**Run 1: track usage over the die**

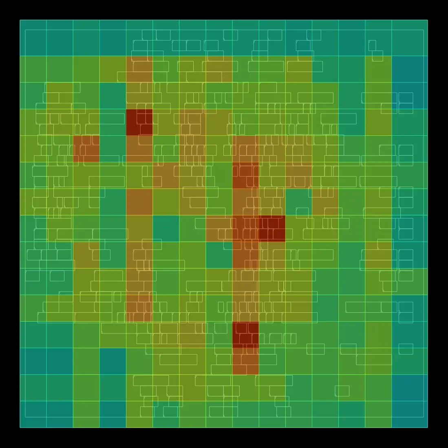
**Run 1: sequential cells coloured by netlist name**

(2 px per um)
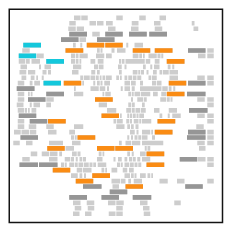
**Run 1: clock distribution**

(4 px per um)
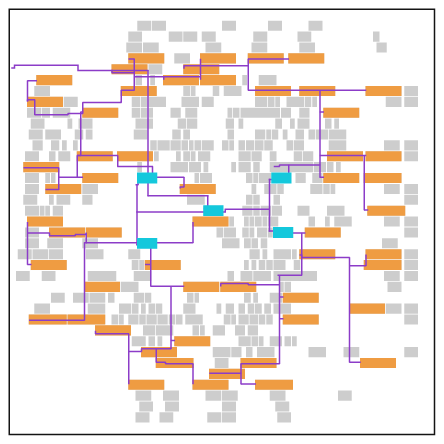
**Run 1: wiring by layer**

(2 px per um)
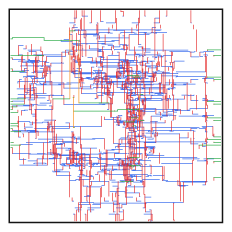
[config.mk]
export PLATFORM = sky130hd
export DESIGN_NAME = baud_tick_gen
export DESIGN_NICKNAME = d
export VERILOG_FILES = /design/src/rtl/baud_tick_gen.sv
export SDC_FILE = /design/constraint.sdc
export NUM_CORES = 1
export LEC_CHECK = 0
export CAP_MARGIN = 40
export CORE_UTILIZATION = 30
export CTS_CLUSTER_DIAMETER = 40
export DETAILED_ROUTE_END_ITERATION = 8
export SLEW_MARGIN = 20
export SYNTH_ARGS = -nofsm -noshare
export SYNTH_HDL_FRONTEND = slang
export SYNTH_SLANG_ARGS = --single-unit
[constraint.sdc]
create_clock -name clk -period 5.01 [get_ports clk]
set_clock_uncertainty 0.2 [all_clocks]
set_input_delay 1.002 -clock clk [delete_from_list [all_inputs] [get_ports clk]]
set_output_delay 1.002 -clock clk [all_outputs]
set_load 0.01 [all_outputs]
[src/rtl/baud_tick_gen.sv]
// Phase-accumulator baud tick generator: rxTick at the oversampled rate, txTick once per osPhase wrap.
// Optional start-bit phase restart on resync when BAUD_TICK_GEN_RESYNC_EN is defined.
module baud_tick_gen #(
   parameter int CLOCK_RATE         = 100000000,
   parameter int BAUD_RATE          = 9600,
   parameter int RX_OVERSAMPLE_RATE = 16,
   parameter int ACC_WIDTH          = 24
) (
   input  logic                                  clk,
   input  logic                                  reset,
   input  logic                                  enable,
   input  logic                                  inc_load,
   input  logic [ACC_WIDTH-1:0]                  inc_value,
   input  logic                                  resync,
   output logic                                  rxTick,
   output logic                                  txTick,
   output logic [$clog2(RX_OVERSAMPLE_RATE)-1:0] osPhase,
   output logic [ACC_WIDTH-1:0]                  incCurrent
);

   localparam int OS_W = $clog2(RX_OVERSAMPLE_RATE);
   localparam longint unsigned ACC_MOD = 64'd1 << ACC_WIDTH;
   localparam longint unsigned INC_NUM =
      64'(BAUD_RATE) * 64'(RX_OVERSAMPLE_RATE) * ACC_MOD;
   localparam longint unsigned INC_ROUND = (INC_NUM + 64'(CLOCK_RATE) / 2) / 64'(CLOCK_RATE);
   localparam logic [ACC_WIDTH-1:0] INC_DEFAULT = ACC_WIDTH'(INC_ROUND);
   localparam logic [ACC_WIDTH-1:0] ACC_HALF    = ACC_WIDTH'(ACC_MOD / 2);
   localparam logic [OS_W-1:0]      OS_LAST     = OS_W'(RX_OVERSAMPLE_RATE - 1);

   if (RX_OVERSAMPLE_RATE < 2) begin : g_bad_os
      $error("baud_tick_gen: RX_OVERSAMPLE_RATE must be at least 2");
   end
   if (ACC_WIDTH < 8 || ACC_WIDTH > 32) begin : g_bad_width
      $error("baud_tick_gen: ACC_WIDTH must be 8 to 32");
   end
   if (INC_ROUND == 0 || INC_ROUND >= ACC_MOD) begin : g_bad_inc
      $error("baud_tick_gen: default increment out of range for these rates");
   end

   logic                 run_q;
   logic [ACC_WIDTH-1:0] acc;
   logic [ACC_WIDTH-1:0] inc;
   logic [ACC_WIDTH:0]   sum;
   logic                 carry;
   logic                 resync_hit;

`ifdef BAUD_TICK_GEN_RESYNC_EN
   assign resync_hit = resync;
`else
   logic unused_resync;
   assign unused_resync = resync;
   assign resync_hit    = 1'b0;
`endif

   // Reset asserts asynchronously; release is retimed so accumulation starts on the 2nd edge.
   always_ff @(posedge clk or negedge reset) begin
      if (!reset) run_q <= 1'b0;
      else        run_q <= 1'b1;
   end

   assign sum   = {1'b0, acc} + {1'b0, inc};
   assign carry = sum[ACC_WIDTH];

   always_ff @(posedge clk or negedge reset) begin
      if (!reset) begin
         acc     <= '0;
         inc     <= INC_DEFAULT;
         osPhase <= '0;
         rxTick  <= 1'b0;
         txTick  <= 1'b0;
      end else if (run_q) begin
         if (inc_load) inc <= inc_value;
         rxTick <= 1'b0;
         txTick <= 1'b0;
         // Restart at mid-phase so the first sample lands half a period later.
         if (resync_hit) begin
            acc     <= ACC_HALF;
            osPhase <= '0;
         end else if (enable) begin
            acc <= sum[ACC_WIDTH-1:0];
            if (carry) begin
               rxTick  <= 1'b1;
               txTick  <= (osPhase == OS_LAST);
               osPhase <= (osPhase == OS_LAST) ? '0 : osPhase + 1'b1;
            end
         end
      end
   end

   assign incCurrent = inc;

endmodule

==> impl_metrics.tcl, run 1 <==
# implementation run metrics
set metrics [dict create \
    outcome "complete, no violations" \
    p_sw_uw 884.3 \
    seqPwrFrac 0.300 \
    final-setup-viol-count 0 \
    worst_voltage_drop_across_the_vdd_grid_uv 224.3 \
    pre_cts_ws_ps 1797 \
    synth.net_count 374 \
    grt_most_used_layer "met2" \
    most_frequently_placed_logic_cell_in_the_final_layout "clkdlybuf4s50_1" \
    post-layout-total-power_uw 2259 \
    finalHoldWorstSlack_ps 289.8 \
    clk_pin_slew_ps 100 \
    hpwlAfterDp_um 4723 \
    lay_top_cells "56 x clkdlybuf4s50_1, 48 x dfrtp_1, 32 x o21ai_0" \
    finish.cell_count_without_fillers 511 \
    die_width_um 105.9 \
    simple_gate_area_frac 0.09228 \
    p_comb_uw 1240 \
    synth_sequential_area_ratio 0.4274 \
    cp-endpoint "osPhase[1]$_DFFE_PN0P_" \
    clk_path_buf_depth 2 \
    core-area_sq_um 10420 \
    largest_net_degree_at_the_start_of_global_routing 56 \
    ff2ff_setup_slack_ps 1760 \
    placedInstanceArea_sq_um 3946 \
    synthDistinctLibCells 44 \
    final.setup.worst_slack_ps 1758 \
    power_density_nw_per_um2 553.8 \
    pin_slew_with_the_least_headroom_to_its_limit_ps 718.4 \
    critical_path.max_fanout 7 \
    hold_path_startpoint "acc[16]$_DFFE_PN0P_" \
    dominant_combinational_family "AND-OR/OR-AND gates" \
    timing_worst_setup_path_type "reg -> reg" \
    num-fill-cells 1040 \
    clock-root-buffer "clkbuf_8" \
    place.detailed.instances 503 \
    row_count 37 \
    synthTopCellsByCount "48 x dfrtp_1, 32 x o21ai_0, 31 x nand2_1, 28 x mux2_2" \
    top_area_cell "dfrtp_1" \
    yosys_warnings 0 \
    ioPinCount 59 \
    floorplan.die_area_sq_um 11220 \
    power_leakage_uw 0.001775 \
    tool_warnings 27 \
    num-nets-final 429 \
    layout-area-overhead-vs-synth_pct 25.87 \
    crit_required_ps 5010 \
    cts_repair_resize_count 0 \
    power_sequential_uw 679 \
    synth.area.mux_share 0.09730 \
    die-height_um 105.9 \
    category_of_the_worst_setup_path_launch_point "flip-flop" \
    top_cell "dfrtp_1" \
    ys_async_sr_fraction 1.000 \
    post-route-util 0.3916 \
    fmax_ghz 0.3075 \
    worst_r2r_startpoint "incCurrent[0]$_DFFE_PN0P_" \
    crit_path_start "incCurrent[0]$_DFFE_PN0P_" \
    share_of_final_layout_standard_cells_stronger_than_drive_strength_1 0.1307 \
    synth.cell_area_sq_um 3241 \
    combPwrFrac 0.547 \
    met1_usage 0.1733 \
    drt.antenna.violating_nets 0 \
    cell_count_in_the_yosys_report 319 \
    port_buffers 57 \
    xor_area_frac 0.06216 \
    grt.met3_usage 0.02636 \
    area_share_of_the_largest_cell_type_after_synthesis 0.3707 \
    cts-buffers-inserted 5 \
    ys_sh_adder 0.1027 \
    antenna_cells 0 \
    drt_pre_antenna_iters 4 \
    clock_tree_from_tritoncts "yes" \
    r2r.worst_path.cells 9 \
    postCtsHoldBufs 0 \
    routed-wl-met3_um 279 \
]
-- 'track usage over the die' (at the start) --
M2 GR Usage: 0.1984
global-route usage over all layers: 0.1259

-- 'sequential cells coloured by netlist name' (at the start) --
| netlist name | colour | sequential cells |
|---|---|---|
| osPhase | cyan | 4 |
| acc | orange | 24 |
not coloured: 27

-- 'clock distribution' (at the start) --
[clock wires] purple | length: 762 um
[flip-flops] orange | count: 55
[clock-net drivers] cyan | count: 5
flops lie: spread over the die
clock share of power: 0.153
P_clk: 345 uW
clock insertion delay at the later pin of the skew report: 300 ps

-- 'wiring by layer' (at the start) --
| layer | colour | wire length |
|---|---|---|
| M2 | red | 2,850 um |
| M3 | green | 280 um |
| M4 | orange | 93.2 um |
| M1 | blue | 3,340 um |
via count: 2,504
total length of routed wires: 6563 um
per-cell routed wire length: 12.84 um

[run 1: area by class of cell]
type,count,area (sq um),share of cell area
multi-input cells,243,1769,0.4337
clock buffers,6,72.57,0.01779
well taps,136,170.2,0.04172
inverters,9,33.78,0.008282
repair buffers,60,588.1,0.1442
flip-flops and latches,55,1385,0.3396
clock inverters,2,60.06,0.01472
[run 1: worst max-delay path, cell delays in order (launching register included)]
cell      delay, ps
dfrtp_1         420
ha_1            230
fa_1            440
a211oi_1        260
o21ai_1         180
a211oi_1        260
o21ai_1         180
a21oi_1         420
a211oi_2        240
mux2_2          320
[run 1: state kept, by name, summed over array words and instances (netlist names)]
signal,cells
run_q,1
incCurrent,24
osPhase,4
txTick,1
rxTick,1
acc,24
**Run 1: M3 wires**

(2 px per um)
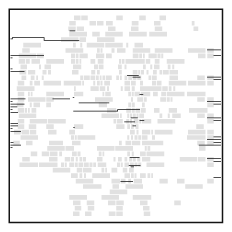

==> run 2: changes to the inputs <==
Clock period 5.01 ns to 3.23 ns, I/O delays scaled along.
**Run 2: M3 wires**

(2 px per um)
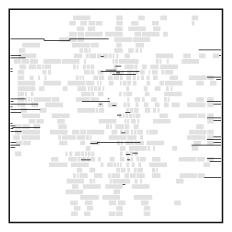
longest straight run: 21.4 um
nets with wire on the layer: 44

**Run 2: track usage over the die**

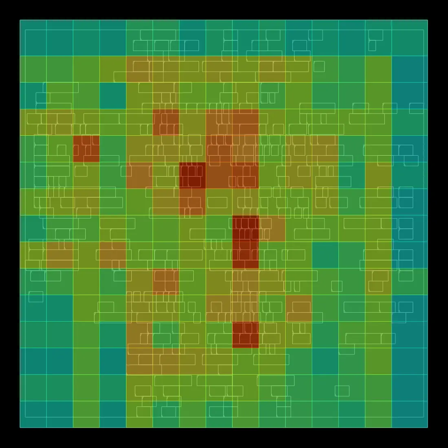
met1 GRT Util: 0.1784
most utilized layer in the global route result: met2

**Run 2: sequential cells coloured by netlist name**

(2 px per um)
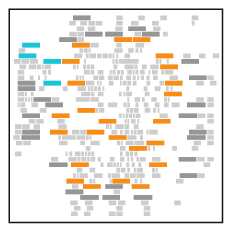
| netlist name | colour | sequential cells |
|---|---|---|
| acc | orange | 24 |
| osPhase | cyan | 4 |
not coloured: 27

==> run 2 against run 1 <==
  * Hold slack better by 1.7 ps
  * Clock power is 15% higher
  * Combinational power is 59% higher
  * Clock-buffer cell count is 1 higher
  * Final area is 0.28% higher
  * Final cell count is 0.98% higher
  * Synthesized area stayed put
  * Sequential power is 55% higher
  * Largest cell class unchanged
  * Largest power group unchanged
==> impl_metrics.tcl, run 2 <==
# implementation run metrics
set metrics [dict create \
    clock-sinks 55 \
    detail_route.drc_violations 0 \
    finalHoldViolations 0 \
    num-nets-final 434 \
    floorplan.die_area_sq_um 11220 \
    ioPinCount 59 \
    timing_worst_setup_path_type "reg -> reg" \
    tool_warnings 27 \
    dr_total_vias 2525 \
    placedInstanceArea_sq_um 3989 \
    ys_dominant_reg_cell "dfrtp_1" \
    core-area_sq_um 10420 \
    routed_wire_length_per_instance_um 13.23 \
    timing.final.crit_period_ps 2991 \
    postCtsHoldBufs 1 \
    worst_hold_path.num_cells 2 \
    lay_top_cells "56 x clkdlybuf4s50_1, 48 x dfrtp_1, 31 x nand2_1, 31 x o21ai_0, 28 x mux2_2" \
    fmax_ghz 0.3343 \
    synth.cell_area_sq_um 3241 \
    share_clk_of_total_power 0.116 \
    slew_headroom 0.6411 \
    timing.rr.end "osPhase[0]$_DFFE_PN0P_" \
    groute.usage.overall 0.1300 \
    internal_power_uw 2025 \
    clockNetworkPower_uw 398 \
    grt_first_pass_wirelength_um 11690 \
    synthDistinctLibCells 44 \
    post_synth_inst_count 319 \
    ff2ff_setup_slack_ps 240 \
    top_area_cell "dfrtp_1" \
    crit_required_ps 3240 \
    die-height_um 105.9 \
    cp-endpoint "osPhase[0]$_DFFE_PN0P_" \
    hold_path_startpoint "acc[15]$_DFFE_PN0P_" \
    layout.cell_area.non_filler_sq_um 4090 \
    synth_chip_area_sq_um 3241 \
    worstSkewPairLatency_ps 310 \
    grt.met3_usage 0.03740 \
    post-layout-total-power_uw 3422 \
    final_min_period_over_clock_period 0.9260 \
    p_comb_uw 1970 \
    clock_tree_from_tritoncts "yes" \
    crit_path_top_delay_cell "dfstp_2" \
    wl_um 6827 \
    hpwlAfterDp_um 5094 \
    clock_tree.htree_level_count 2 \
    floorplan.initialDensity 0.3111 \
    synth.net_count 374 \
    outcome "complete, no violations" \
    cp_num_buf_inv 0 \
    detail_route.wirelength.met1_um 3375 \
    setup.worst_path.end_class "flip-flop" \
    m2_gr_usage 0.1970 \
    place.detailed.instances 507 \
    clk_pin_slew_ps 100 \
    cts_repair_resize_count 0 \
    path_cells "fa_1 -> a211oi_1 -> o21ai_1 -> a211oi_1 -> o21ai_1 -> a21oi_1 -> a211oi_2 -> mux2_2" \
    drt_pre_antenna_iters 4 \
    power_density_nw_per_um2 836.5 \
    row_count 37 \
    worst_voltage_drop_across_the_vdd_grid_uv 321.5 \
    finish.cell_count_without_fillers 516 \
    yosys_warnings 0 \
    top_cell "dfrtp_1" \
    timing_max_transition_violations_final 0 \
    layout-area-overhead-vs-synth_pct 26.22 \
    share_of_final_layout_standard_cells_stronger_than_drive_strength_1 0.1395 \
    max_cap_viol_count 0 \
    pin_slew_with_the_least_headroom_to_its_limit_ps 537.4 \
    postSynthRegisterBits 55 \
    critical_path_depth 8 \
    die_width_um 105.9 \
    seqPwrFrac 0.308 \
    postSynthAreaPerCell_sq_um 10.16 \
    cts-buffers-inserted 5 \
    combPwrFrac 0.576 \
    clk_path_buf_depth 2 \
    critical_path.max_fanout 7 \
    pre_cts_ws_ps 205.0 \
    category_of_the_worst_setup_path_launch_point "flip-flop" \
    place.gp.congestion 0.8314 \
    p_sw_uw 1396 \
    post_route_setup_tns_ps 0 \
    synth_sequential_area_ratio 0.4274 \
    top_layer "met4" \
    path_delay_family "AND-OR/OR-AND gates" \
    power_sequential_uw 1050 \
    post-route-util 0.3927 \
    detail_route.iter0.violations 64 \
    area_share_of_the_largest_cell_type_after_synthesis 0.3707 \
    final-setup-viol-count 0 \
    power_leakage_uw 0.001786 \
    final.setup.worst_slack_ps 239.0 \
    cell_count_in_the_yosys_report 319 \
    r2r.worst_path.cells 8 \
    routed-wl-met3_um 326 \
    largest_net_degree_at_the_start_of_global_routing 50 \
    crit_path_start "incCurrent[1]$_DFFE_PN1P_" \
    ys_async_sr_fraction 1.000 \
    cpPeakStageDelay_ps 590 \
    synthTopCellsByArea "dfrtp_1 37%, mux2_2 9.7%, ha_1 9.7%" \
    port_buffers 57 \
    drt.antenna.violating_nets 0 \
    power.largest_group "combinational logic" \
    met2_length_um 3026 \
    overflow_left_after_global_routing 0 \
    min_to "acc[15]$_DFFE_PN0P_" \
    first_global_vias 2494 \
    synthTopCellsByCount "48 x dfrtp_1, 32 x o21ai_0, 31 x nand2_1, 28 x mux2_2" \
    clock-root-buffer "clkbuf_8" \
    finalHoldWorstSlack_ps 291.5 \
    num-fill-cells 1052 \
    worst_r2r_startpoint "incCurrent[1]$_DFFE_PN1P_" \
    worst_hold_path_type "reg -> reg" \
    setup_repair_after_global_routing_missed_its_margin "no" \
    antenna_cells 0 \
    most_frequently_placed_logic_cell_in_the_final_layout "clkdlybuf4s50_1" \
    grt_antenna_before_repair 0 \
]
run 2: kinds of logic after synthesis:
logic type | count (synthesis) | share of synthesized area
AOI/OAI and AO/OA | 98 | 0.1903
adders and majority gates | 26 | 0.1027
muxes | 28 | 0.09730
and+or+nand+nor | 67 | 0.09228
other | 1 | 0.001157
xor gates and xnor gates | 23 | 0.06216
DFF | 55 | 0.4274
buffers and inverters | 21 | 0.02664
run 2: layout make-up:
type | count | area (sq um) | area share
Tap cell | 136 | 170.2 | 0.04160
Clock inverter | 1 | 5.005 | 0.001224
Timing Repair Buffer | 65 | 640.6 | 0.1566
Clock buffer | 7 | 86.33 | 0.02111
Multi-Input combinational cell | 243 | 1769 | 0.4325
Inverter | 9 | 33.78 | 0.008259
Sequential cell | 55 | 1385 | 0.3386
**Run 2: clock distribution**

(4 px per um)
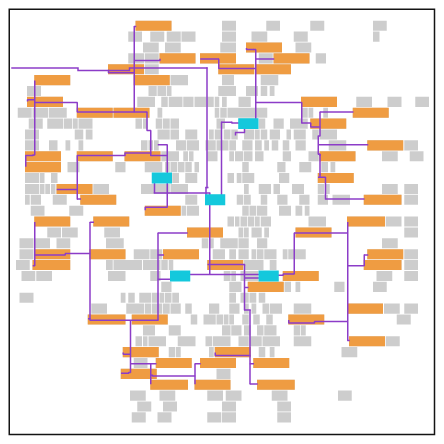

==> run 3: changes to the inputs <==
--- a/config.mk
+++ b/config.mk
@@ -10,4 +10,5 @@
 export CTS_CLUSTER_DIAMETER = 40
 export DETAILED_ROUTE_END_ITERATION = 8
+export REMOVE_ABC_BUFFERS = 1
 export SLEW_MARGIN = 20
 export SYNTH_ARGS = -nofsm -noshare
--- a/constraint.sdc
+++ b/constraint.sdc
@@ -3,3 +3,3 @@
 set_input_delay 0.646 -clock clk [delete_from_list [all_inputs] [get_ports clk]]
 set_output_delay 0.646 -clock clk [all_outputs]
-set_load 0.01 [all_outputs]
+set_load 0.005 [all_outputs]
**Run 3: clock distribution**

(4 px per um)
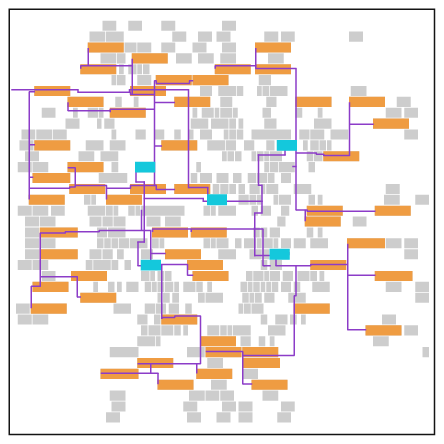
[clock wires] purple | length: 812 um
[flip-flops] orange | count: 55
[clock-net drivers] cyan | count: 5
routed clock nets: 6
flops lie: spread over the die

**Run 3: sequential cells coloured by netlist name**

(2 px per um)
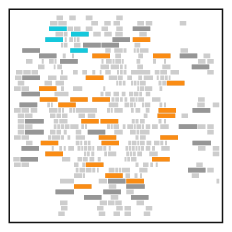
| netlist name | colour | sequential cells |
|---|---|---|
| osPhase | cyan | 4 |
| acc | orange | 24 |
area taken by flip-flops and latches: 1385 sq um
post-route core utilization: 0.3929
power dissipated in sequential cells: 1050 uW
sequential share of cell area: 0.3384

==> run 3 against run 2 <==
  * Routed wire length fell by 2.0%
  * Synthesized area did not move
  * Die size did not move
  * Combinational power fell by 3%
  * Clock-buffer cell count fell by 2
  * Sequential power barely moved
  * First-iteration DRC count rose by 6.3%
  * Core utilization barely moved
  * Largest cell class unchanged
==> impl_metrics.tcl, run 3 <==
# implementation run metrics
set metrics [dict create \
    timing.rr.end "osPhase[1]$_DFFE_PN0P_" \
    clockNetworkPower_uw 501 \
    postSynthRegisterBits 55 \
    hpwlAfterDp_um 4942 \
    timing.final.crit_period_ps 3061 \
    layout-area-overhead-vs-synth_pct 26.29 \
    postSynthAreaPerCell_sq_um 10.16 \
    layout.cell_area.non_filler_sq_um 4093 \
    synthTopCellsByCount "48 x dfrtp_1, 32 x o21ai_0, 31 x nand2_1, 28 x mux2_2" \
    cpPeakStageDelay_ps 590 \
    worst_voltage_drop_across_the_vdd_grid_uv 288.7 \
    clock_tree_from_tritoncts "yes" \
    drt.antenna.violating_nets 0 \
    netSwitchingFraction 0.4006 \
    final_min_period_over_clock_period 0.9476 \
    timing_worst_setup_path_type "reg -> reg" \
    layout.area.top_class "multi-input combinational cells" \
    wl_um 6689 \
    post-layout-total-power_uw 3456 \
    cts-buffers-inserted 5 \
    setup_repair_after_global_routing_missed_its_margin "no" \
    grt_first_pass_wirelength_um 11630 \
    tool_warnings 26 \
    fmax_ghz 0.3267 \
    final-setup-viol-count 0 \
    logic_area_sq_um 1769 \
    setup.worst_path.end_class "flip-flop" \
    num-fill-cells 1052 \
    post_drt_via_cell_ratio 4.838 \
    ff2ff_setup_slack_ps 170 \
    dr_total_vias 2482 \
    grt_antenna_before_repair 0 \
    slew_headroom 0.5956 \
    num-nets-final 431 \
    power_leakage_uw 0.001784 \
    r2r.worst_path.cells 8 \
    cts_repair_resize_count 0 \
    postCtsHoldBufs 0 \
    n_multi_input_combinational_cell 243 \
    floorplan.die_area_sq_um 11220 \
    postCtsSetupRepairBufs 0 \
    power_density_nw_per_um2 844.5 \
    worst_r2r_startpoint "incCurrent[1]$_DFFE_PN1P_" \
    critical_path.max_fanout 7 \
    share_clk_of_total_power 0.145 \
    share_of_cell_area_taken_by_multi_input_logic_gates 0.4323 \
    worst_hold_path_type "in -> async" \
    post_route_setup_tns_ps 0 \
    path_delay_family "AND-OR/OR-AND gates" \
    largest_net_degree_at_the_start_of_global_routing 50 \
    ys_async_sr_fraction 1.000 \
    pre_cts_ws_ps 179.1 \
    seqPwrFrac 0.304 \
    layout.clock_buffers 5 \
    row_count 37 \
    final.setup.worst_slack_ps 169.1 \
    ioPinCount 59 \
    cp-endpoint "osPhase[1]$_DFFE_PN0P_" \
    clock-sinks 55 \
    enable_flop_cells 0 \
    synthTopCellsByArea "dfrtp_1 37%, mux2_2 9.7%, ha_1 9.7%" \
    ys_dominant_reg_cell "dfrtp_1" \
    clk_pin_slew_ps 120 \
    category_of_the_worst_setup_path_launch_point "flip-flop" \
    worstSkewPairLatency_ps 330 \
    clk_share 0.02904 \
    clk_path_buf_depth 2 \
    top_area_cell "dfrtp_1" \
    yosys_warnings 0 \
    share_of_final_layout_standard_cells_stronger_than_drive_strength_1 0.1379 \
    area_share_of_the_largest_cell_type_after_synthesis 0.3707 \
    timing_max_transition_violations_final 0 \
    crit_path_start "incCurrent[1]$_DFFE_PN1P_" \
    p_sw_uw 1385 \
    max_cap_viol_count 0 \
    place.detailed.instances 505 \
    tap-cell-count 136 \
    crit_required_ps 3260 \
    antenna_cells 0 \
    p_comb_uw 1910 \
    non_clock_buffering_overhead_in_the_final_layout 0.1504 \
    placedInstanceArea_sq_um 3974 \
    crit_path_top_delay_cell "dfstp_2" \
    post_synth_inst_count 319 \
    overflow_left_after_global_routing 0 \
    finalHoldViolations 0 \
    outcome "complete, no violations" \
    clock-root-buffer "clkbuf_8" \
    drt_pre_antenna_iters 4 \
    first_global_vias 2483 \
    combPwrFrac 0.551 \
    clock_tree.htree_level_count 2 \
    groute.usage.overall 0.1278 \
    nFlopsAndLatches 55 \
    inverters 9 \
    synth_sequential_area_ratio 0.4274 \
    finalHoldWorstSlack_ps 113.6 \
    place.gp.congestion 0.8374 \
    cp_num_buf_inv 0 \
    finish.cell_count_without_fillers 513 \
    routed_wire_length_per_instance_um 13.04 \
    die-height_um 105.9 \
    internal_power_uw 2072 \
    cell_count_in_the_yosys_report 319 \
    detail_route.iter0.violations 68 \
    port_buffers 57 \
    pin_slew_with_the_least_headroom_to_its_limit_ps 606.6 \
    synth.cell_area_sq_um 3241 \
    critical_path_depth 8 \
    core-area_sq_um 10420 \
    floorplan.initialDensity 0.3111 \
    critical_path_arrival_ps 3090 \
    synth_chip_area_sq_um 3241 \
    detail_route.drc_violations 0 \
    lay_top_cells "56 x clkdlybuf4s50_1, 48 x dfrtp_1, 32 x o21ai_0" \
    power.largest_group "combinational logic" \
    non_clock_buffer_count 62 \
    die_width_um 105.9 \
    most_frequently_placed_logic_cell_in_the_final_layout "clkdlybuf4s50_1" \
    top_cell "dfrtp_1" \
    synthDistinctLibCells 44 \
    path_cells "fa_1 -> a211oi_1 -> o21ai_1 -> a211oi_1 -> o21ai_1 -> a21oi_1 -> a211oi_2 -> mux2_2" \
]
**Run 3: wiring by layer**

(2 px per um)
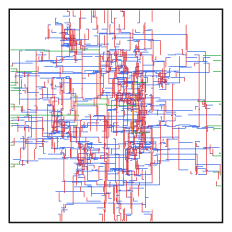
| layer | colour | wire length |
|---|---|---|
| M4 | orange | 67.4 um |
| M3 | green | 237 um |
| M2 | red | 3,200 um |
| M1 | blue | 3,190 um |

run 3: metal layers:
layer / vias to the layer above / share of wire / track usage
met1: 1171 / 0.48 / 0.1655
met2: 37 / 0.48 / 0.2162
met4: 0 / 0.010 / 0.03373
met5: - / 0 / 0
li1: 1266 / - / -
met3: 8 / 0.035 / 0.02636
run 3: kinds of logic after synthesis:
group	synth area share
adders and majority gates	0.1027
and+or+nand+nor	0.09228
buffers and inverters	0.02664
xor gates and xnor gates	0.06216
other	0.001157
muxes	0.09730
AOI/OAI and AO/OA	0.1903
DFF	0.4274
run 3: worst register-to-register path, stage by stage (launching register included):
cell	delay, ps
dfstp_2	590
fa_1	250
a211oi_1	90
o21ai_1	270
a211oi_1	100
o21ai_1	360
a21oi_1	200
a211oi_2	510
mux2_2	400
Power and IR drop assume default switching activity.
